### config.mk
export PLATFORM = sky130hd
export DESIGN_NAME = alu_result_queue
export DESIGN_NICKNAME = d
export VERILOG_FILES = /design/src/rtl/alu_pkg.sv /design/src/rtl/alu_sync_fifo.sv /design/src/rtl/alu_result_queue.sv
export SDC_FILE = /design/constraint.sdc
export NUM_CORES = 1
export LEC_CHECK = 0
export CAP_MARGIN = 20
export CORE_MARGIN = 8
export CORE_UTILIZATION = 45
export CTS_CLUSTER_DIAMETER = 30
export DETAILED_ROUTE_END_ITERATION = 12
export GPL_TIMING_DRIVEN = 0
export PLACE_DENSITY = 0.63
export SETUP_SLACK_MARGIN = 0.5
export SLEW_MARGIN = 20
export SYNTH_ARGS = -nofsm -noshare
export SYNTH_HDL_FRONTEND = slang
export SYNTH_SLANG_ARGS = --single-unit
### constraint.sdc
create_clock -name clk -period 4.1 [get_ports clk]
set_input_delay 0.82 -clock clk [delete_from_list [all_inputs] [get_ports clk]]
set_output_delay 0.82 -clock clk [all_outputs]
set_load 0.02 [all_outputs]
### src/rtl/alu_pkg.sv
// Shared ALU definitions: opcode encodings, default datapath width and the queue entry layout.
// Latency: none; this package holds only types and constants.
// Backpressure: not applicable.
package alu_pkg;

    localparam logic [3:0] OP_ANDR = 4'b0000;
    localparam logic [3:0] OP_XORR = 4'b0001;
    localparam logic [3:0] OP_ORR  = 4'b0010;
    localparam logic [3:0] OP_AND  = 4'b0011;
    localparam logic [3:0] OP_OR   = 4'b0100;
    localparam logic [3:0] OP_XOR  = 4'b0101;
    localparam logic [3:0] OP_ADD  = 4'b0110;
    localparam logic [3:0] OP_SUB  = 4'b0111;
    localparam logic [3:0] OP_MUL  = 4'b1000;
    localparam logic [3:0] OP_EQ   = 4'b1001;
    localparam logic [3:0] OP_GT   = 4'b1010;
    localparam logic [3:0] OP_LT   = 4'b1011;
    localparam logic [3:0] OP_SHR  = 4'b1100;
    localparam logic [3:0] OP_SHL  = 4'b1101;
    localparam logic [3:0] OP_BIC  = 4'b1110;
    localparam logic [3:0] OP_NOT  = 4'b1111;

    localparam int W_DEFAULT = 8;

    // Entry layout at the default width; the queue rebuilds the same layout for other widths.
    typedef struct packed {
        logic [3:0]           opcode;
        logic [W_DEFAULT-1:0] carry;
        logic [W_DEFAULT-1:0] result;
        logic                 zero;
        logic                 wide;
    } alu_entry_t;

endpackage

### src/rtl/alu_sync_fifo.sv
// Generic first-word-fall-through FIFO with occupancy count and synchronous flush.
// Latency: a write is visible at the read port one cycle later; the head is combinational from storage.
// Backpressure: wr_rdy is !full from registered count only; a pop never frees a slot for a same-cycle write.
module alu_sync_fifo #(
    parameter int WIDTH = 8,
    parameter int DEPTH = 4
) (
    input  logic                     clk,
    input  logic                     rst_n,
    input  logic                     flush,
    input  logic                     wr_vld,
    output logic                     wr_rdy,
    input  logic [WIDTH-1:0]         wr_dat,
    output logic                     rd_vld,
    input  logic                     rd_rdy,
    output logic [WIDTH-1:0]         rd_dat,
    output logic [$clog2(DEPTH):0]   count
);

    localparam int PW = $clog2(DEPTH);
    localparam int CW = PW + 1;

    logic [WIDTH-1:0] mem [DEPTH];
    logic [PW-1:0]    wptr;
    logic [PW-1:0]    rptr;
    logic             push;
    logic             pop;

    assign wr_rdy = (count != CW'(DEPTH));
    assign rd_vld = (count != '0);
    assign push   = wr_vld && wr_rdy;
    assign pop    = rd_rdy && rd_vld;
    assign rd_dat = mem[rptr];

    // Pointer and occupancy bookkeeping; flush wins over any concurrent push or pop.
    always_ff @(posedge clk or negedge rst_n) begin
        if (!rst_n) begin
            wptr  <= '0;
            rptr  <= '0;
            count <= '0;
        end else if (flush) begin
            wptr  <= '0;
            rptr  <= '0;
            count <= '0;
        end else begin
            if (push) wptr <= wptr + PW'(1);
            if (pop)  rptr <= rptr + PW'(1);
            if (push && !pop)      count <= count + CW'(1);
            else if (pop && !push) count <= count - CW'(1);
        end
    end

    // Storage is deliberately left unreset; only the slot at the write pointer is touched.
    always_ff @(posedge clk) begin
        if (push && !flush) mem[wptr] <= wr_dat;
    end

endmodule

### src/rtl/alu_result_queue.sv
// Registered ALU output stage: tags each result with zero/wide flags and queues it for writeback.
// Latency: an accepted result reaches out_* one cycle later; head data falls through combinationally.
// Backpressure: in_ready drops when DEPTH entries are held; out_valid/in_ready come from registered count only.
module alu_result_queue
    import alu_pkg::*;
#(
    parameter int DEPTH = 4,
    parameter int W     = W_DEFAULT
) (
    input  logic                   clk,
    input  logic                   rst_n,
    input  logic                   flush,
    input  logic                   in_valid,
    output logic                   in_ready,
    input  logic [3:0]             in_opcode,
    input  logic [W-1:0]           in_result,
    input  logic [W-1:0]           in_carry,
    output logic                   out_valid,
    input  logic                   out_ready,
    output logic [3:0]             out_opcode,
    output logic [W-1:0]           out_result,
    output logic [W-1:0]           out_carry,
    output logic                   out_zero,
    output logic                   out_wide,
    output logic [$clog2(DEPTH):0] count
);

    // Same field order as alu_entry_t, resized to this instance's width.
    typedef struct packed {
        logic [3:0]   opcode;
        logic [W-1:0] carry;
        logic [W-1:0] result;
        logic         zero;
        logic         wide;
    } entry_t;

    entry_t wr_entry;
    entry_t head;

    // Flags are frozen at push time so the consumer sees exactly what the ALU produced.
    always_comb begin
        wr_entry        = '0;
        wr_entry.opcode = in_opcode;
        wr_entry.carry  = in_carry;
        wr_entry.result = in_result;
        wr_entry.zero   = ({in_carry, in_result} == '0);
        wr_entry.wide   = (in_carry != '0);
    end

    alu_sync_fifo #(
        .WIDTH ($bits(entry_t)),
        .DEPTH (DEPTH)
    ) u_fifo (
        .clk    (clk),
        .rst_n  (rst_n),
        .flush  (flush),
        .wr_vld (in_valid),
        .wr_rdy (in_ready),
        .wr_dat (wr_entry),
        .rd_vld (out_valid),
        .rd_rdy (out_ready),
        .rd_dat (head),
        .count  (count)
    );

    // An empty queue presents all-zero outputs rather than stale storage contents.
    always_comb begin
        out_opcode = '0;
        out_result = '0;
        out_carry  = '0;
        out_zero   = 1'b0;
        out_wide   = 1'b0;
        if (out_valid) begin
            out_opcode = head.opcode;
            out_result = head.result;
            out_carry  = head.carry;
            out_zero   = head.zero;
            out_wide   = head.wide;
        end
    end

endmodule

Fig. 1: clock nets
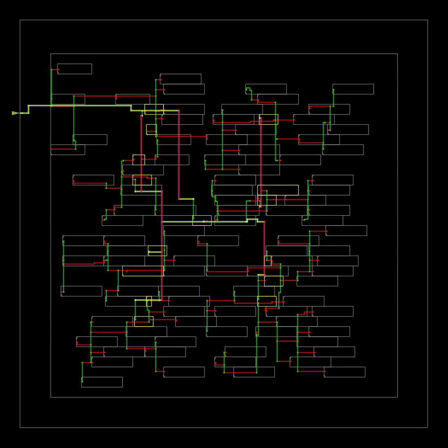
total of clock buffers placed in the layout: 9
CTS buffer count: 9

==> summary.txt <==
Observations from the implementation run.

Floorplan:
- The run gives the number of top-level design ports as 52.
- Per the OpenROAD floorplan log, the area of the die is 0.0120 mm².
- The run puts the area of the core region at 0.00864 mm².
- The run gives the tap cell count as 108.
- The run puts the number of placement rows at 34.
- The run puts the height of the die at 110 µm.
- The run gives the initial standard-cell utilization of the core as 45.8%.
- In this run the horizontal extent of the chip is 110 µm.

Placement:
- The run puts the count of input and output buffers at 48.
- Timing analysis after detailed placement gives a worst setup slack of 1.22 ns.
- The run gives the final weighted congestion in routability-driven placement as 0.767.
- The run puts the number of placed cells counting well taps at 364.

Synth:
- The largest total area in the synthesized netlist belongs to edfxtp_1.
- The run puts the fraction of synthesized area in multiplexers at 14.0%.
- The run gives the async set or reset register ratio after synthesis as 7.37%.
- Yosys shows that the main logic family after synthesis is multiplexers.
- The run puts the adder-cell share of the synthesized area at 1.77%.
- The run puts the area of the mapped netlist at 0.00395 mm².
- In the post-synthesis netlist, the biggest area contributors are edfxtp_1, mux4_2, dfrtp_1.
- The run gives the number of distinct library cells after synthesis as 35.
- The run puts the count of flip-flops with a built-in enable after synthesis at 88.
- By count the netlist is led by edfxtp_1, and2_1, mux4_2.
- The run gives the register bit count reported by yosys as 95.
- In this run, the synthesized area fraction spent on AND-OR/OR-AND gates is recorded as 2.22%.

Setup path:
- The run puts the total stage count of the critical path at 5.
- The run puts the arrival time of the worst setup path at 2.39 ns.
- The run gives the worst-path cell with the longest stage delay as clkdlybuf4s50_1.
- The run puts the count of buffer and inverter cells on the critical path at 3.
- In this design, the largest share of critical-path delay is due to buffers and inverters.
- The run gives the number of cells on the worst reg-to-reg path as 8.
- The run gives the endpoint required time on the critical path as 3.28 ns.
- Per STA, the startpoint of the critical path is u_fifo.count[0].
- The run gives the reg2reg setup slack as 1.67 ns.
- STA classifies the critical path endpoint as an output pin.
- The run gives the category of the most critical setup path as reg -> out.

Final layout:
- The library cells used most frequently in the layout, excluding fill and tap cells, are edfxtp_1, clkdlybuf4s50_1, and2_1, mux4_2, nor2_1.
- The run puts the post-route cell area at 0.00478 mm².
- The multi-input combinational cells in the finished layout cover a total of 0.00103 mm².
- In the final layout, flip-flops and latches take up 58.9% of the cell area.
- The run puts the number of multi-input logic gates at 95.
- The run puts the flip-flop and latch count at 95.
- The run puts the combinational share of cell area at 21.4%.
- The run gives the most frequently placed logic cell in the final layout as edfxtp_1.
- The register with the most flip-flops in the final layout is u_fifo.mem.
- Cells fill 55.4% of the core in the end.
- Per the final report, the share of cell area in clock cells is 4.37%.
- The area growth from synthesis to layout is 21.0%.
- The run puts the buffer share of cell area at 12.0%.

Clocking:
- TritonCTS built the clock tree.
- After clock tree synthesis, the repair step resized 0 gates.
- The run gives the maximum number of buffers from clock root to sink as 2.
- The run gives the number of post-CTS setup repair buffers as 0.
- The run puts the hold-fix buffer count after cts at 0.
- The run puts the clock transition at the registers of the reported paths at 0.09 ns.

Pwr:
- The largest share of the power goes to sequential cells.
- The run gives the leakage power total as 1.59 nW.
- The power report lists the combinational group at 0.00106 W.
- The run puts the clock network power share at 22.7%.
- The run gives the clock group power as 0.000650 W.
- The run gives the switching power total as 0.000860 W.
- The run puts the overall power of the completed layout at 0.00286 W.

Detailed routing:
- The run puts the routed wire length at 7010 µm.
- The final route contains 1985 vias.
- For this block, the initial DRC count from the detailed router was 57.
- The run gives the met3 wire length as 278 µm.
- The run puts the number of optimization iterations in the first detailed-route pass at 4.
- The run gives the met2 layer wire length in the routed design as 3430 µm.
- The script logs the mean routed wire length per placed instance as 18.5 µm.
- The run gives the detail-routed via count per cell as 5.24.
- The run gives the antenna violation net count after detailed routing as 0.

Worst hold path:
- Hold analysis shows the worst path with a depth of 2.
- Looking at hold timing, the worst path starts from u_fifo.wptr[0].

Global route:
- For this run, global-route usage on met1 was measured as 17.0%.
- The run gives the number of antenna violations at the first check in global routing as 0.

Timing:
- The run puts the maximum clock frequency at 0.311 GHz.
- The final timing report lists a hold violation count of 0.
- The run puts the worst hold margin at 0.622 ns.
- The run puts the final critical-path setup slack at 0.890 ns.
- Setup repair after global routing left no endpoint under its margin.
- The worst path in the final design needs a cycle of 3.21 ns, including I/O delays and setup.
- Pins over their slew limit in the final report were tallied at 0.

Run status:
- The flow ran to the end, and the final reports show no timing, DRC or antenna violations.

Flow run:
- The run gives the total of max-cap violations as 0.
Fig. 2: M3 wires
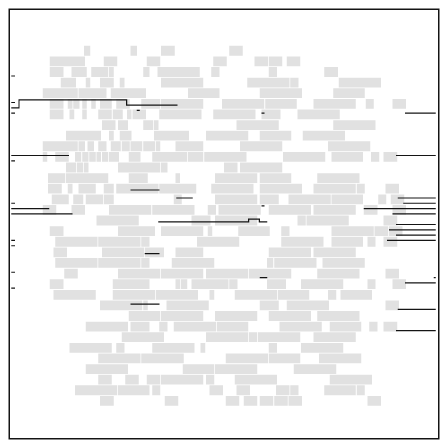
The wires run mostly horizontal. The layer carries 279 µm of wire. 28 nets have wire on it. The layer holds 4.0% of the routed length.

Power is estimated from default activity; no workload was simulated.
